$ cat config.mk
export PLATFORM = sky130hd
export DESIGN_NAME = select_action_multi
export DESIGN_NICKNAME = d
export VERILOG_FILES = /design/src/rtl/select_action_pkg.sv /design/src/rtl/select_action_multi_lfsr16.sv /design/src/rtl/select_action_multi.sv
export SDC_FILE = /design/constraint.sdc
export NUM_CORES = 1
export LEC_CHECK = 0
export CELL_PAD_IN_SITES_DETAIL_PLACEMENT = 1
export CELL_PAD_IN_SITES_GLOBAL_PLACEMENT = 2
export CORE_MARGIN = 4
export CORE_UTILIZATION = 32
export CTS_CLUSTER_DIAMETER = 80
export DETAILED_ROUTE_END_ITERATION = 10
export HOLD_SLACK_MARGIN = 0.1
export PLACE_DENSITY = 0.87
export RECOVER_POWER = 25
export SYNTH_ARGS = -nofsm -noshare
export SYNTH_HDL_FRONTEND = slang
export SYNTH_SLANG_ARGS = --single-unit
export TNS_END_PERCENT = 1
$ cat constraint.sdc
create_clock -name clock -period 10.35 [get_ports clock]
set_input_delay 2.07 -clock clock [delete_from_list [all_inputs] [get_ports clock]]
set_output_delay 2.07 -clock clock [all_outputs]
set_load 0.005 [all_outputs]
$ cat src/rtl/select_action_pkg.sv
// Shared types and defaults for the multi-candidate action selector.
// The explore path is compiled in only when SELECT_EXPLORE_EN is defined.
package select_action_pkg;

    typedef enum logic [2:0] {
        WAIT_EN    = 3'd0,
        WAIT_START = 3'd1,
        SCAN       = 3'd2,
        DECIDE     = 3'd3,
        WR_ACT     = 3'd4,
        WR_FLAG    = 3'd5,
        DONE_S     = 3'd6
    } state_t;

    localparam logic [15:0] SELF_ID_DEF     = 16'd65;
    localparam logic [10:0] FLAG_ADDR_DEF   = 11'h2;
    localparam logic [10:0] ACTION_ADDR_DEF = 11'h3;

    // Fibonacci LFSR, taps 16,14,13,11 -> bits 15,13,12,10
    localparam logic [15:0] LFSR_SEED = 16'hACE1;
    localparam logic [15:0] LFSR_TAPS = 16'hB400;

    function automatic logic [15:0] lfsr_next(input logic [15:0] cur);
        return {cur[14:0], ^(cur & LFSR_TAPS)};
    endfunction

endpackage

$ cat src/rtl/select_action_multi_lfsr16.sv
// Free-running 16-bit Fibonacci LFSR feeding the explore decision.
// Only instantiated when SELECT_EXPLORE_EN is defined.
module lfsr16
    import select_action_pkg::*;
(
    input  logic        clock,
    input  logic        rst,
    output logic [15:0] value
);

    always_ff @(posedge clock or posedge rst) begin
        if (rst) value <= LFSR_SEED;
        else     value <= lfsr_next(value);
    end

endmodule

$ cat src/rtl/select_action_multi.sv
// Scans NUM_CAND candidate hops for the best valid Q-value, applies the sink
// override and writes the action/flag to node memory. Macro: SELECT_EXPLORE_EN.
module select_action_multi
    import select_action_pkg::*;
#(
    parameter int                    WORD_WIDTH  = 16,
    parameter int                    NUM_CAND    = 4,
    parameter int                    ADDR_WIDTH  = 11,
    parameter logic [WORD_WIDTH-1:0] SELF_ID     = WORD_WIDTH'(SELF_ID_DEF),
    parameter logic [ADDR_WIDTH-1:0] FLAG_ADDR   = ADDR_WIDTH'(FLAG_ADDR_DEF),
    parameter logic [ADDR_WIDTH-1:0] ACTION_ADDR = ADDR_WIDTH'(ACTION_ADDR_DEF)
) (
    input  logic                           clock,
    input  logic                           rst,
    input  logic                           en,
    input  logic                           start,
    input  logic [NUM_CAND-1:0]            cand_valid,
    input  logic [NUM_CAND*WORD_WIDTH-1:0] cand_id,
    input  logic [NUM_CAND*WORD_WIDTH-1:0] cand_q,
    input  logic [WORD_WIDTH-1:0]          nextsink,
    input  logic [7:0]                     explore_thresh,
    output logic                           wr_en,
    output logic [ADDR_WIDTH-1:0]          address,
    output logic [WORD_WIDTH-1:0]          data_out,
    output logic [WORD_WIDTH-1:0]          action,
    output logic [3:0]                     best_idx,
    output logic                           forAggregation,
    output logic                           explored,
    output logic                           done,
    output logic [2:0]                     state_dbg
);

    localparam int                    VW       = NUM_CAND * WORD_WIDTH;
    localparam logic [3:0]            LAST_IDX = 4'(NUM_CAND - 1);
    localparam logic [WORD_WIDTH-1:0] Q_MIN    = {1'b1, {(WORD_WIDTH-1){1'b0}}};

    state_t state, state_next;

    logic [NUM_CAND-1:0]   cap_valid;
    logic [VW-1:0]         cap_id, cap_q;
    logic [WORD_WIDTH-1:0] cap_sink;

    logic [3:0]            scan_idx, best_sel;
    logic [WORD_WIDTH-1:0] best_q, best_id;
    logic                  best_found;

    logic [VW-1:0]         id_shift, q_shift;
    logic [NUM_CAND-1:0]   valid_shift;
    logic                  cur_valid;
    logic [WORD_WIDTH-1:0] cur_id, cur_q;

    logic [WORD_WIDTH-1:0] dec_action;
    logic [3:0]            dec_idx;
    logic                  dec_expl;

    assign state_dbg = state;

`ifdef SELECT_EXPLORE_EN
    logic [15:0]         lfsr_value;
    logic [7:0]          cap_thresh;
    logic [3:0]          exp_idx;
    logic                exp_take, exp_valid;
    logic [VW-1:0]       exp_id_shift;
    logic [NUM_CAND-1:0] exp_valid_shift;
    logic                unused_lfsr_hi;

    lfsr16 u_lfsr (
        .clock (clock),
        .rst   (rst),
        .value (lfsr_value)
    );

    assign unused_lfsr_hi = ^lfsr_value[15:12];

    always_comb begin
        exp_idx         = 4'(32'(lfsr_value[11:8]) % NUM_CAND);
        exp_take        = lfsr_value[7:0] < cap_thresh;
        exp_valid_shift = cap_valid >> exp_idx;
        exp_valid       = exp_valid_shift[0];
        exp_id_shift    = cap_id >> (32'(exp_idx) * WORD_WIDTH);
    end
`else
    logic unused_thresh;
    assign unused_thresh = ^explore_thresh;
`endif

    // Candidate under inspection this SCAN cycle.
    always_comb begin
        id_shift    = cap_id >> (32'(scan_idx) * WORD_WIDTH);
        q_shift     = cap_q >> (32'(scan_idx) * WORD_WIDTH);
        valid_shift = cap_valid >> scan_idx;
        cur_id      = id_shift[WORD_WIDTH-1:0];
        cur_q       = q_shift[WORD_WIDTH-1:0];
        cur_valid   = valid_shift[0];
    end

    // Decision priority: empty set, explore, greedy; the sink override wins last.
    always_comb begin
        dec_action = best_id;
        dec_idx    = best_sel;
        dec_expl   = 1'b0;
        if (!best_found) begin
            dec_action = SELF_ID;
            dec_idx    = 4'd0;
        end
`ifdef SELECT_EXPLORE_EN
        else if (exp_take && exp_valid) begin
            dec_action = exp_id_shift[WORD_WIDTH-1:0];
            dec_idx    = exp_idx;
            dec_expl   = 1'b1;
        end
`endif
        if (cap_sink != SELF_ID) begin
            dec_action = cap_sink;
            dec_expl   = 1'b0;
        end
    end

    always_ff @(posedge clock or posedge rst) begin
        if (rst) state <= WAIT_EN;
        else     state <= state_next;
    end

    always_comb begin
        state_next = state;
        case (state)
            WAIT_EN:    if (en) state_next = WAIT_START;
            WAIT_START: if (start) state_next = SCAN;
            SCAN:       if (scan_idx == LAST_IDX) state_next = DECIDE;
            DECIDE:     state_next = WR_ACT;
            WR_ACT:     state_next = (action == SELF_ID) ? WR_FLAG : DONE_S;
            WR_FLAG:    state_next = DONE_S;
            DONE_S:     state_next = WAIT_EN;
            default:    state_next = WAIT_EN;
        endcase
    end

    // Registered outputs reflect the state being executed on this edge.
    always_ff @(posedge clock or posedge rst) begin
        if (rst) begin
            wr_en          <= 1'b0;
            address        <= '0;
            data_out       <= '0;
            action         <= '0;
            best_idx       <= '0;
            forAggregation <= 1'b0;
            explored       <= 1'b0;
            done           <= 1'b0;
            cap_valid      <= '0;
            cap_id         <= '0;
            cap_q          <= '0;
            cap_sink       <= '0;
            scan_idx       <= '0;
            best_sel       <= '0;
            best_q         <= Q_MIN;
            best_id        <= '0;
            best_found     <= 1'b0;
`ifdef SELECT_EXPLORE_EN
            cap_thresh     <= '0;
`endif
        end else begin
            case (state)
                WAIT_EN: begin
                    if (en) begin
                        action         <= '0;
                        best_idx       <= '0;
                        forAggregation <= 1'b0;
                        explored       <= 1'b0;
                        done           <= 1'b0;
                        wr_en          <= 1'b0;
                    end
                end
                WAIT_START: begin
                    if (start) begin
                        cap_valid  <= cand_valid;
                        cap_id     <= cand_id;
                        cap_q      <= cand_q;
                        cap_sink   <= nextsink;
                        scan_idx   <= '0;
                        best_sel   <= '0;
                        best_q     <= Q_MIN;
                        best_id    <= '0;
                        best_found <= 1'b0;
`ifdef SELECT_EXPLORE_EN
                        cap_thresh <= explore_thresh;
`endif
                    end
                end
                SCAN: begin
                    // Strict compare keeps the lowest index on ties.
                    if (cur_valid && (!best_found || ($signed(cur_q) > $signed(best_q)))) begin
                        best_found <= 1'b1;
                        best_q     <= cur_q;
                        best_id    <= cur_id;
                        best_sel   <= scan_idx;
                    end
                    scan_idx <= (scan_idx == LAST_IDX) ? 4'd0 : scan_idx + 4'd1;
                end
                DECIDE: begin
                    action   <= dec_action;
                    best_idx <= dec_idx;
                    explored <= dec_expl;
                end
                WR_ACT: begin
                    wr_en    <= 1'b1;
                    address  <= ACTION_ADDR;
                    data_out <= action;
                    if (action == SELF_ID) forAggregation <= 1'b1;
                end
                WR_FLAG: begin
                    wr_en    <= 1'b1;
                    address  <= FLAG_ADDR;
                    data_out <= WORD_WIDTH'(1);
                end
                DONE_S: begin
                    wr_en <= 1'b0;
                    done  <= 1'b1;
                end
                default: ;
            endcase
        end
    end

endmodule
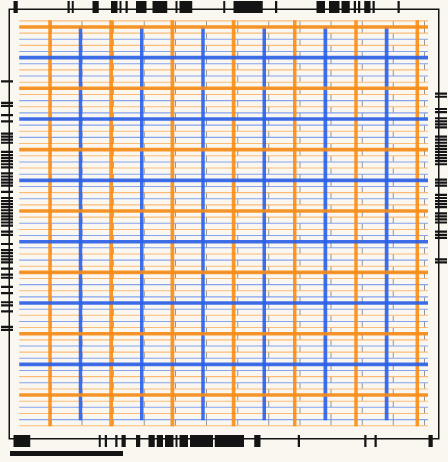
run_1/floorplan.png
Bar = 50 um. Pins as bars on the die edge. Tap cells in grey.
Key: orange = VSS; blue = VDD
13 straps on met5. 442 tap cells.
Die Wd: 189.8 um
chip height: 189.8 um
worst vdd ir: 0.1213 mV
CORE AREA: 32540 um2

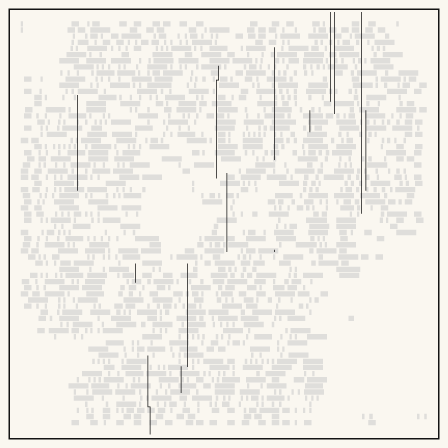
run_1/m4.png
Cells faint in the background.
The layer holds 1.7% of the routed length. The longest straight run is 89.1 um. The layer carries 497 um of wire. 7 nets have wire on it.
via count: 8114
WL final: 29670 um

==> reports/qor.txt, run 1 <==
worst slew pin tran - 4.492 ns
Final nets - 1464
run status - finished with violations
FF-to-FF path depth - 6
biggest area cells - dfrtp_1 (55%), nand2_1 (19%), mux4_2 (7.0%)
Clock Skews - 0.02890 ns
global-route layer with the greatest usage - met2
count leader, synth - nand2_1
Chip Area - 36010 um2
vias in the first global route - 8889
H-tree Lvls - 1
Reg area - 5834 um2
Max-Cap Viols - 2
first-pass GRT wire length - 48620 um
Required @ worst endpoint - 10.75 ns
RR Startpoint - state_dbg[0]
max-slew violation count - 169
clk tree area frac - 6.815%
PortBufs - 195
pin count of the biggest net entering global routing - 104
failing checks - capacitance limit, slew limit
Flops - 233
Hold Path Origin - cap_id[33]
met3 wire length - 1043 um
Worst Path Buf+Inv - 3
Async S/R FF share, synth - 100.0%
tool warnings - 36
number of ordinary inverters in the final layout - 26
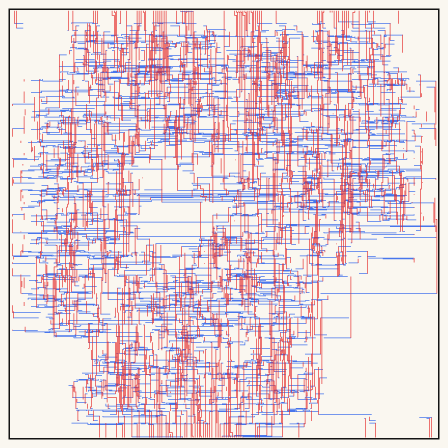
run_1/layers.png
Only two layers are drawn.
Key: red = M2 [wire length 14000 um]; blue = M1 [wire length 14100 um]
GRT Util Overall: 16.42%
Avg WL per Cell: 16.96 um

## run 1: cell families (layout without fill, tap and decap cells)
logic type,Yosys count,in the layout,synth area share (%)
DFF,233,233,55.16
muxes,64,64,10.45
buffers and inverters,99,279,4.142
and+or+nand+nor,615,615,23.24
adders and majority gates,17,17,2.012
AOI/OAI and AO/OA,89,89,4.959
other,1,10,0.03547
## run 1: power groups by stage
| stage | combinational (W) | sequential [W] | clock (W) |
|---|---|---|---|
| floorplan | 0.00111 | 0.00148 | 0 |
| global route | 0.00179 | 0.00162 | 0.00107 |
| CTS | 0.00160 | 0.00156 | 0.00103 |
| finish | 0.00157 | 0.00156 | 0.00100 |
| detailed placement | 0.00159 | 0.00158 | 0 |
| global placement | 0.00153 | 0.00155 | 0 |
## run 1: cells in the final DEF, fill, tap and decap left out, types with 2 or more instances in the layout
cell / count
a21oi_1: 24
a31oi_1: 2
a32o_1: 7
and2_1: 15
buf_4: 8
bufinv_16: 4
clkbuf_1: 4
clkbuf_16: 27
clkbuf_8: 6
clkdlybuf4s50_1: 193
clkinv_2: 7
conb_1: 10
dfrtp_1: 230
dfrtp_2: 2
dlygate4sd3_1: 2
ha_1: 17
inv_1: 25
mux2_2: 5
mux2_4: 9
mux2i_1: 17
mux4_2: 33
nand2_1: 546
nand2b_1: 5
nand3_1: 4
nand4_1: 3
nor2_1: 21
nor2b_1: 2
nor3_1: 4
nor4_1: 4
nor4b_1: 3
o21ai_0: 45
o22ai_1: 2
## run 1: through the flow
stage	cells	setup WS (ns)	hold slack, ns
final	1749	4.205	0.4681
after detailed placement	1700	5.375	0.4595
after CTS	1749	5.562	0.4736
after global placement	1700	5.486	0.4532
after global routing	1749	3.652	0.4881
after floorplan	1127	1.892	0.4403
run_1/congestion_map.png
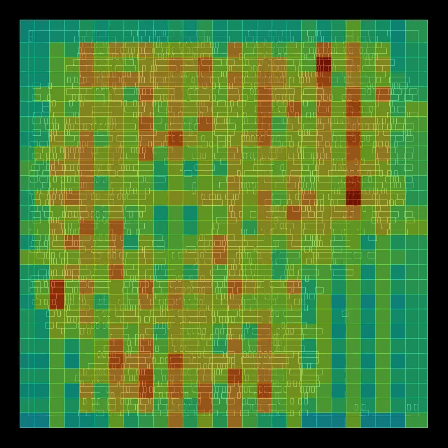

==> run 2: changes to the inputs <==
==> constraint.sdc (replaced) <==
create_clock -name clock -period 6.4 [get_ports clock]
set_input_delay 1.28 -clock clock [delete_from_list [all_inputs] [get_ports clock]]
set_output_delay 1.28 -clock clock [all_outputs]
set_load 0.005 [all_outputs]
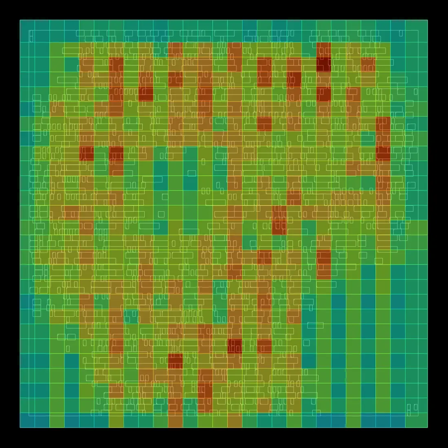
run_2/congestion_map.png
fin util: 42.39%
GRT Util Overall: 16.32%
met1 Track Usage GR: 23.44%

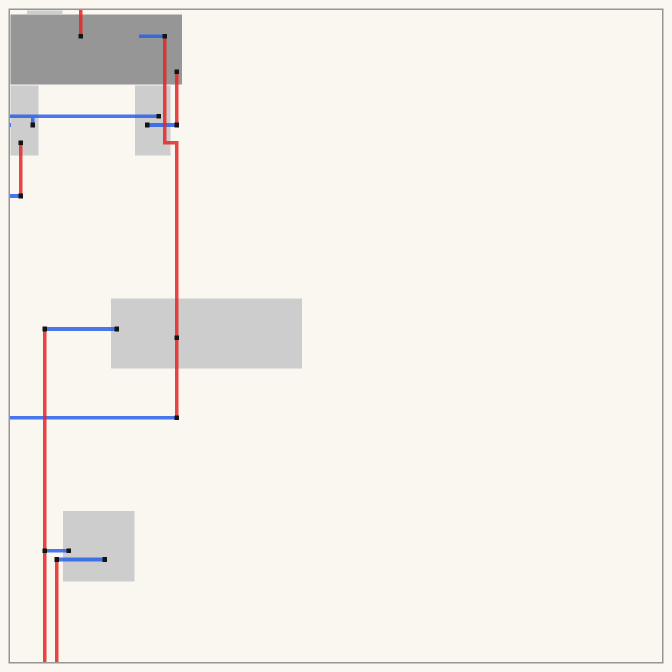
run_2/closeup.png
Window x 130 to 155, y 35 to 60 um. Cells in grey, sequential cells in the stronger grey; small squares are vias.
Key: red = M2; blue = M1
5 logic cells have their middle in the window. Netlist names of flops here include `best_q` (1). Sequential cells in the window: 1.

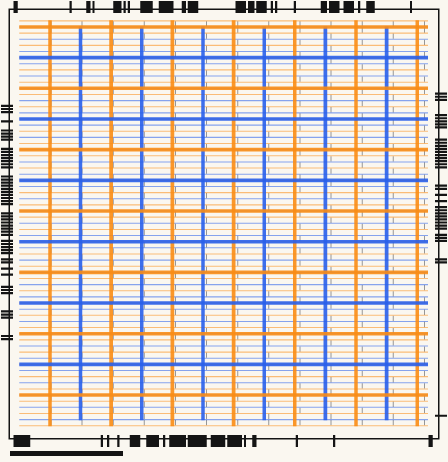
run_2/floorplan.png
Bar = 50 um. Pins as bars on the die edge. Tap cells in grey.
worst vdd ir: 0.2491 mV

==> reports/qor.txt, run 2 <==
worst hold margin - 0.4678 ns
via count - 8262
biggest area cells - dfrtp_1 (55%), nand2_1 (19%), mux4_2 (7.0%)
DP Cell Count - 1700
most frequent cells in the layout - nand2_1 (546), dfrtp_1 (231), clkdlybuf4s50_1 (183), o21ai_0 (45), mux4_2 (33)
FF-to-FF path depth - 11
run status - finished with violations
pin count of the biggest net entering global routing - 164
H-tree Lvls - 1
clk slew on worst S/H paths - 0.06 ns
tool warnings - 38
CORE AREA - 32540 um2
Place WS - 1.770 ns
Async S/R FF share, synth - 100.0%
fin cells - 1748
Chip Area - 36010 um2
Worst Slack Setup Final - 1.481 ns
PortBufs - 195
Hold Path Origin - cap_q[39]
worst slew pin tran - 2.084 ns
Required @ worst endpoint - 6.81 ns
Max-Cap Viols - 1
Die Wd - 189.8 um
WL final - 29560 um
failing checks - capacitance limit, slew limit
max-slew violation count - 44
first-pass GRT wire length - 48250 um
Final nets - 1464
most frequent logic cell in the layout - nand2_1
Hold Path Sink - cap_q[39]
vias in the first global route - 8882
CTS tree - built
count leader, synth - nand2_1
achievable frequency - 203.3 MHz
initial antenna violation count - 0
RR Startpoint - scan_idx[0]
## run 2: cell types whose count changed in the layout (fill, tap and decap cells not counted), moves of 2 or more
cell	before	now
buf_12	0	2
clkdlybuf4s50_1	193	183
bufinv_16	4	2
clkbuf_1	4	2
dlygate4sd3_1	2	12
## run 2: worst max-delay path, delay by kind of cell (launching register included)
family | cells | cell delay, ns
adder cells (fa/ha/maj) | 1 | 0.15
AND/OR/NAND/NOR | 1 | 0.10
flip-flops | 1 | 1.12
multiplexers | 2 | 0.98
buffers and inverters | 2 | 0.62
AND-OR/OR-AND | 5 | 1.82
## run 2: kinds of logic after synthesis
| group | Yosys count | share of synthesized area, % |
|---|---|---|
| adder cells (fa/ha/maj) | 17 | 2.012 |
| AND/OR/NAND/NOR | 615 | 23.24 |
| AND-OR/OR-AND | 89 | 4.959 |
| buffers and inverters | 99 | 4.142 |
| other | 1 | 0.03547 |
| flip-flops | 233 | 55.16 |
| multiplexers | 64 | 10.45 |
## run 2: area by class of cell
class / count / area (um2) / area share (%)
tap: 442 / 553.0 / 4.009
clock buffer: 36 / 779.5 / 5.651
clock inverter: 12 / 120.1 / 0.8708
sequential: 233 / 5833 / 42.29
timing repair buffer: 204 / 2044 / 14.82
multi-input combinational: 795 / 4364 / 31.64
inverter: 26 / 98.84 / 0.7166
## run 2: where the power goes
part,internal (W),switching (W)
Sequential,0.00211,0.000464
Combinational,0.00118,0.00130
Clock,0.000933,0.000621
## run 2: routing by layer
layer,up-vias,track usage (%),part of all wire [%]
li1,3941,-,-
met1,4140,23.44,47
met2,146,26.75,48
met3,35,2.239,3.9
met4,0,3.283,1.5
met5,-,0,0
Power figures rest on the tool's default switching activity, not on a simulated workload.
